[config.mk]
export PLATFORM = sky130hd
export DESIGN_NAME = ram_port_arbiter
export DESIGN_NICKNAME = d
export VERILOG_FILES = /design/src/rtl/ram_port_arbiter.sv
export SDC_FILE = /design/constraint.sdc
export NUM_CORES = 1
export LEC_CHECK = 0
export CAP_MARGIN = 0
export CELL_PAD_IN_SITES_DETAIL_PLACEMENT = 1
export CELL_PAD_IN_SITES_GLOBAL_PLACEMENT = 1
export CORE_ASPECT_RATIO = 1.1
export CORE_MARGIN = 10
export CORE_UTILIZATION = 16
export DETAILED_ROUTE_END_ITERATION = 10
export MAX_ROUTING_LAYER = met4
export PLACE_DENSITY_LB_ADDON = 0.1
export SETUP_SLACK_MARGIN = 0.3
export SLEW_MARGIN = 20
export SYNTH_ARGS = -nofsm -noshare
export SYNTH_HDL_FRONTEND = slang
export SYNTH_SLANG_ARGS = --single-unit
[constraint.sdc]
create_clock -name clk -period 2.1 [get_ports clk]
set_clock_uncertainty 0.2 [all_clocks]
set_input_delay 0.42 -clock clk [delete_from_list [all_inputs] [get_ports clk]]
set_output_delay 0.42 -clock clk [all_outputs]
set_load 0.01 [all_outputs]
[src/rtl/ram_port_arbiter.sv]
// ram_port_arbiter
//   Shares one synchronous data-RAM port between the CPU data side (behind
//   the RAM cache) and a secondary DMA/debug-loader requester.
//   The CPU has fixed priority. A starvation counter forces one DMA grant
//   after MAX_CPU_BURST consecutive CPU grants while DMA is waiting.
//   Writes take one cycle. Reads take two: an address cycle, then a data cycle.
//
// Ports
//   clk, resetN                  clock; asynchronous active-low reset
//   cpu_read_m / cpu_write_m     CPU level requests, held while cpu_stall=1
//   cpu_data_addr, cpu_out_m     CPU address and write data
//   cpu_in_m                     CPU read data, valid in the CPU read data cycle
//   cpu_stall                    CPU must hold its request and freeze
//   dma_read / dma_write         DMA level requests, held until dma_ack
//   dma_addr, dma_wdata          DMA address and write data
//   dma_ack                      pulse: DMA request issued to RAM this cycle
//   dma_rdata, dma_rvalid        DMA read data and its one-cycle valid pulse
//   ram_in_m                     RAM read data, one cycle after the address
//   ram_out_m, ram_write_m,
//   ram_data_addr                RAM write data, write enable and address
module ram_port_arbiter #(
  parameter int DATA_WIDTH         = 16,
  parameter int RAM_REGISTER_COUNT = 1024,
  parameter int MAX_CPU_BURST      = 4,
  localparam int AW = $clog2(RAM_REGISTER_COUNT)
) (
  input  logic                  clk,
  input  logic                  resetN,
  input  logic                  cpu_read_m,
  input  logic                  cpu_write_m,
  input  logic [AW-1:0]         cpu_data_addr,
  input  logic [DATA_WIDTH-1:0] cpu_out_m,
  output logic [DATA_WIDTH-1:0] cpu_in_m,
  output logic                  cpu_stall,
  input  logic                  dma_read,
  input  logic                  dma_write,
  input  logic [AW-1:0]         dma_addr,
  input  logic [DATA_WIDTH-1:0] dma_wdata,
  output logic                  dma_ack,
  output logic [DATA_WIDTH-1:0] dma_rdata,
  output logic                  dma_rvalid,
  input  logic [DATA_WIDTH-1:0] ram_in_m,
  output logic [DATA_WIDTH-1:0] ram_out_m,
  output logic                  ram_write_m,
  output logic [AW-1:0]         ram_data_addr
);

  localparam int CW = $clog2(MAX_CPU_BURST + 1);
  localparam logic [CW-1:0] BURST_LIMIT = CW'(MAX_CPU_BURST);

  typedef enum logic [1:0] {
    IDLE,
    CPU_RD,
    DMA_RD
  } state_t;

  state_t        state;
  state_t        next_state;
  logic [CW-1:0] starve_cnt;
  logic          cpu_req;
  logic          dma_req;
  logic          dma_priority;
  logic          cpu_grant;
  logic          dma_grant;

  assign cpu_req = cpu_read_m | cpu_write_m;
  assign dma_req = dma_read | dma_write;

  // DMA wins when it is alone, or when the CPU has used up its burst
  // allowance while DMA was waiting.
  assign dma_priority = dma_req && (!cpu_req || (starve_cnt == BURST_LIMIT));
  assign cpu_grant    = (state == IDLE) && cpu_req && !dma_priority;
  assign dma_grant    = (state == IDLE) && dma_priority;

  // Read data passes straight through from the RAM. It is only meaningful
  // in the matching read data cycle.
  assign cpu_in_m  = ram_in_m;
  assign dma_rdata = ram_in_m;

  // State register. An asynchronous reset drops any read that is in flight.
  always_ff @(posedge clk or negedge resetN) begin
    if (!resetN) begin
      state <= IDLE;
    end else begin
      state <= next_state;
    end
  end

  // Next-state logic. Only a read grant leaves IDLE. When read and write
  // are both asserted, the write wins, so the read data cycle is skipped.
  always_comb begin
    next_state = IDLE;
    unique case (state)
      IDLE: begin
        if (cpu_grant && !cpu_write_m) begin
          next_state = CPU_RD;
        end else if (dma_grant && !dma_write) begin
          next_state = DMA_RD;
        end
      end
      default: next_state = IDLE;
    endcase
  end

  // Starvation counter. It counts CPU grants taken while DMA waits and
  // saturates at the limit. It clears when DMA is served or goes idle.
  always_ff @(posedge clk or negedge resetN) begin
    if (!resetN) begin
      starve_cnt <= '0;
    end else if (!dma_req || dma_grant) begin
      starve_cnt <= '0;
    end else if (cpu_grant && (starve_cnt != BURST_LIMIT)) begin
      starve_cnt <= starve_cnt + CW'(1);
    end
  end

  // Output logic. A pending CPU request stalls by default. Only a CPU
  // write grant or the CPU read data cycle releases it. Reset forces a
  // stall and a quiet RAM port.
  always_comb begin
    ram_write_m   = 1'b0;
    ram_data_addr = '0;
    ram_out_m     = '0;
    dma_ack       = 1'b0;
    dma_rvalid    = 1'b0;
    cpu_stall     = cpu_req;
    if (!resetN) begin
      cpu_stall = 1'b1;
    end else begin
      unique case (state)
        IDLE: begin
          if (cpu_grant) begin
            ram_data_addr = cpu_data_addr;
            if (cpu_write_m) begin
              ram_write_m = 1'b1;
              ram_out_m   = cpu_out_m;
              cpu_stall   = 1'b0;
            end
          end else if (dma_grant) begin
            ram_data_addr = dma_addr;
            dma_ack       = 1'b1;
            if (dma_write) begin
              ram_write_m = 1'b1;
              ram_out_m   = dma_wdata;
            end
          end
        end
        CPU_RD: cpu_stall = 1'b0;
        DMA_RD: dma_rvalid = 1'b1;
        default: ;
      endcase
    end
  end

endmodule

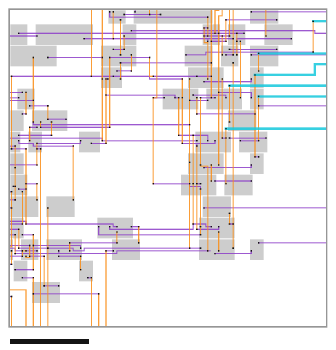
Figure 1: layout detail.
Scale bar: 10 um. Window x 58 to 98, y 8 to 48 um. Cells in grey, sequential cells in the stronger grey; small squares are vias.
layer	colour
metal 1	purple
metal 3	cyan
metal 2	orange
cells with their middle in the window	46
most frequent	clkdlybuf4s50_1 (12), buf_2 (8), a211oi_2 (7)
sequential cells in the window	0

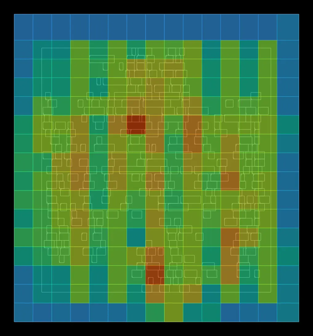
Figure 2: routing congestion map.
overall routing resource usage: 0.111
global routing usage on met1: 0.145

==> run summary <==
Physical implementation

The post-synthesis xor/xnor area fraction is 0. The final weighted congestion recorded by global placement is 0.703. On the final layout, the worst hold slack is 0.131 ns. In the final layout, the registers with the most flip-flops are starve_cnt (3), state (2). The register cell area after layout is 128 um^2. The timing endpoint of the critical path is ram_out_m[5].

STA on the placed design reports a worst setup slack of -0.918 ns. CTS built an H-tree with a depth of 1. The final timing report counts setup violations totalling 29. Once placement finished, the instance area stood at 2440 um^2. The tool warning count for the run is 30. In the final layout, the clock buffer count is 4.

The total wirelength of the detailed-routed design is 6.77 mm. The launch instance of the worst register-to-register path is starve_cnt[0]. The power in the clock group is 0.188 mW. The longest individual stage delay on the worst path is 0.37 ns.

The first global-routing pass estimated 10.6 mm of wire. The post-synthesis sequential element count is 5. Yosys mapped a number of flops with a built-in enable equal to 0. The number of global-route vias before repair is 1899.

The maximum VDD drop is 0.196 mV. The final design was reported to hold multi-input combinational gates totalling 115. The worst setup path is launched from a flop. The global routing met3 resource utilization is 0.0375. By instance count after routing, the leading logic cell types are clkdlybuf4s50_1 (52), buf_4 (32), buf_2 (30).

Per the post-synthesis report, the nets total 250. The core area is 7560 um^2. The clock-cell share of area is 0.0167. Per the placement report, the placed cell count is 352.

The arrival time of the worst setup path is 1.71 ns. The kind of cell with the highest combined delay along the critical path is buffers and inverters. The most common cell in the netlist is buf_4. The signal on the critical path passes through inv_2 -> ha_4 -> o211ai_4 -> buf_12 -> buf_12 -> nand4_1 -> a211oi_2 -> buf_2. TritonCTS created 3 clock buffers. The total standard cell area after synthesis is 1260 um^2. The unique cell type count in the Yosys netlist is 32. Dividing the final minimum period by the clock period gives 1.11.

The final reports fail on setup timing. The critical path crosses 8 cells after its start point. Summed over all nets, the switching power comes to 0.558 mW. The most numerous logic cell after layout is clkdlybuf4s50_1.

The reported max-cap violation count is 0. Buffers placed on the I/O ports in this run total 87. The cell-mix breakdown from Yosys lists the adder-cell area share as 0.0199.

The total number of tap cells is 105. CTS reports a maximum clock tree buffer depth of 2. Of all flip-flops after synthesis, the portion carrying an async set or reset was 1.00. The combinational share of power is 0.760. The vertical die dimension reported for this design is 113 um.

Per the synthesis report, the simple-gate share of the synthesized area is 0.265. After layout, the worst setup slack is -0.226 ns. From synthesis to final layout, the design area changed by 114%. STA puts the critical path data required time at 1.48 ns. The synthesis run identifies the leading combinational cell family as AND-OR/OR-AND gates. Entering global routing, the biggest net connects 17 pins. For met2 alone, demand over resource in global routing was 0.165.

The static leakage power is 1.07 nW. For the finished layout, the period the worst path requires is 2.33 ns. The largest register by flop count is starve_cnt.

The critical path endpoint category is an output port. The starting density of the core is 0.167. In this run, the synthesized area fraction spent on AND-OR/OR-AND gates is recorded as 0.327. The share of synthesized area in the top cell type comes to 0.209.

For the worst-skew pair, the clock arrives at the later sink with an insertion delay of 0.23 ns. The chip area estimate from yosys synthesis is 1260 um^2. The TritonCTS sink count is 5. The synthesized netlist cell count is 174. The report lists the power per cell area as 512 nW/um^2. The number of setup buffers added after CTS is 12. The path depth of the worst reg2reg path is 7. The transition time of the tightest slew-check pin is 0.335 ns.

The clock tree root buffer cell is clkbuf_8. The power report lists the combinational group at 1.05 mW. The slowest stage cell on the critical path is dfrtp_1. Per the timing report, the achievable frequency comes out to 430 MHz. The detailed-placement wirelength estimate is 5.09 mm. The non-clock inverter count in the final layout is 3. The number of antenna violations at the first check in global routing is 0.

The cell type that accounts for the most area after synthesis is buf_4. Once layout is complete, the utilization of the core stands at 0.357. The count of standard-cell rows is 33. The part of the total power dissipated in sequential elements is 0.104.

The count of sequential standard cells is 5. Per the slew report, the remaining headroom to the max-slew limit stands at 0.777. Dividing the detail-routed via count by the number of cells gives 4.65. Endpoints failing hold in the final report were tallied at 0. Of the cells placed in the final design, the portion with a size suffix greater than 1 is 0.552. The die covers 11800 um^2. The peak fanout along the critical path is 7. The most utilized layer in the global route result is met2. The overall overflow remaining after global route is 0. After synthesis, the design contains 174 cells according to Yosys. The flow ran to the end, but the final reports show violations. The biggest slice of the area belongs to buffers.

In this run, power in flip-flops and latches comes to 0.144 mW. In the final layout, the multi-input gates occupy 1060 um^2. The detail-routed net length per standard cell is 18.2 um.

The setup slack of the worst register-to-register path is 0.18 ns. The post-synthesis area per instance is 7.24 um^2. The number of DRC violations after detailed routing is 0. The routed length on met2 is 2.92 mm. The yosys synthesis warning count is 0.

Overall power consumption after layout is estimated at 1.38 mW. The sequential fraction of total cell area is 0.0474. Per the detail_route log, met3 wirelength is 528 um. The layout report lists the non-clock buffer share of cell area as 0.490. The proportion of total power due to net switching is 0.404. The number of vias in the routed layout is 1735. Internal power comes to 0.822 mW.

The number of antenna diodes in the final layout is 0. TritonCTS built the clock tree. Detailed-route iteration 0 reported a violation count of 38. After synthesis, the most frequently instantiated cells are buf_4 (35), nand4_1 (27), o31ai_1 (17).

Setup repair after global routing could not meet its margin everywhere.
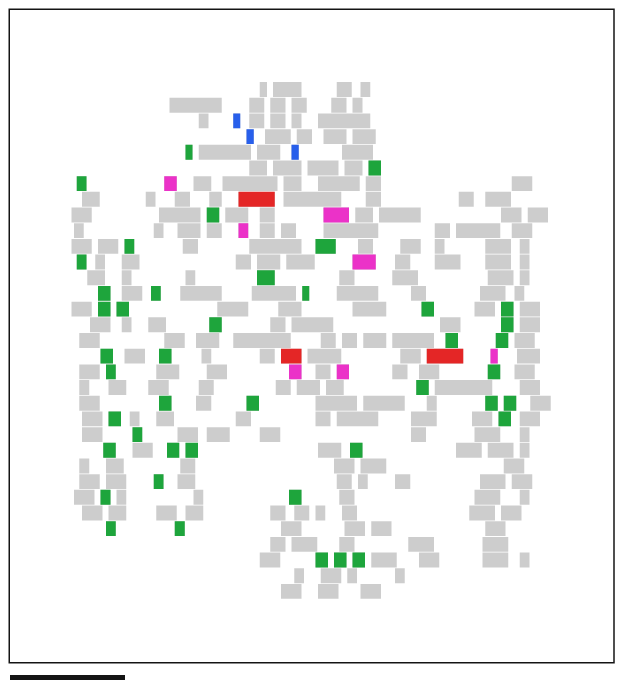
Figure 3: gate families picked out.
Scale bar: 20 um.
family	colour	cells	most used
non-inverting ao/oa cells	red	3	o211a_4
nor cells	magenta	7	nor2_2
inv cells	blue	3	inv_2
nand cells	green	43	nand4_1
non-filler instance count after layout: 373
multi-input gate share of the layout cell area: 0.393

No activity file was given, so power comes from the tool's default toggle rates.
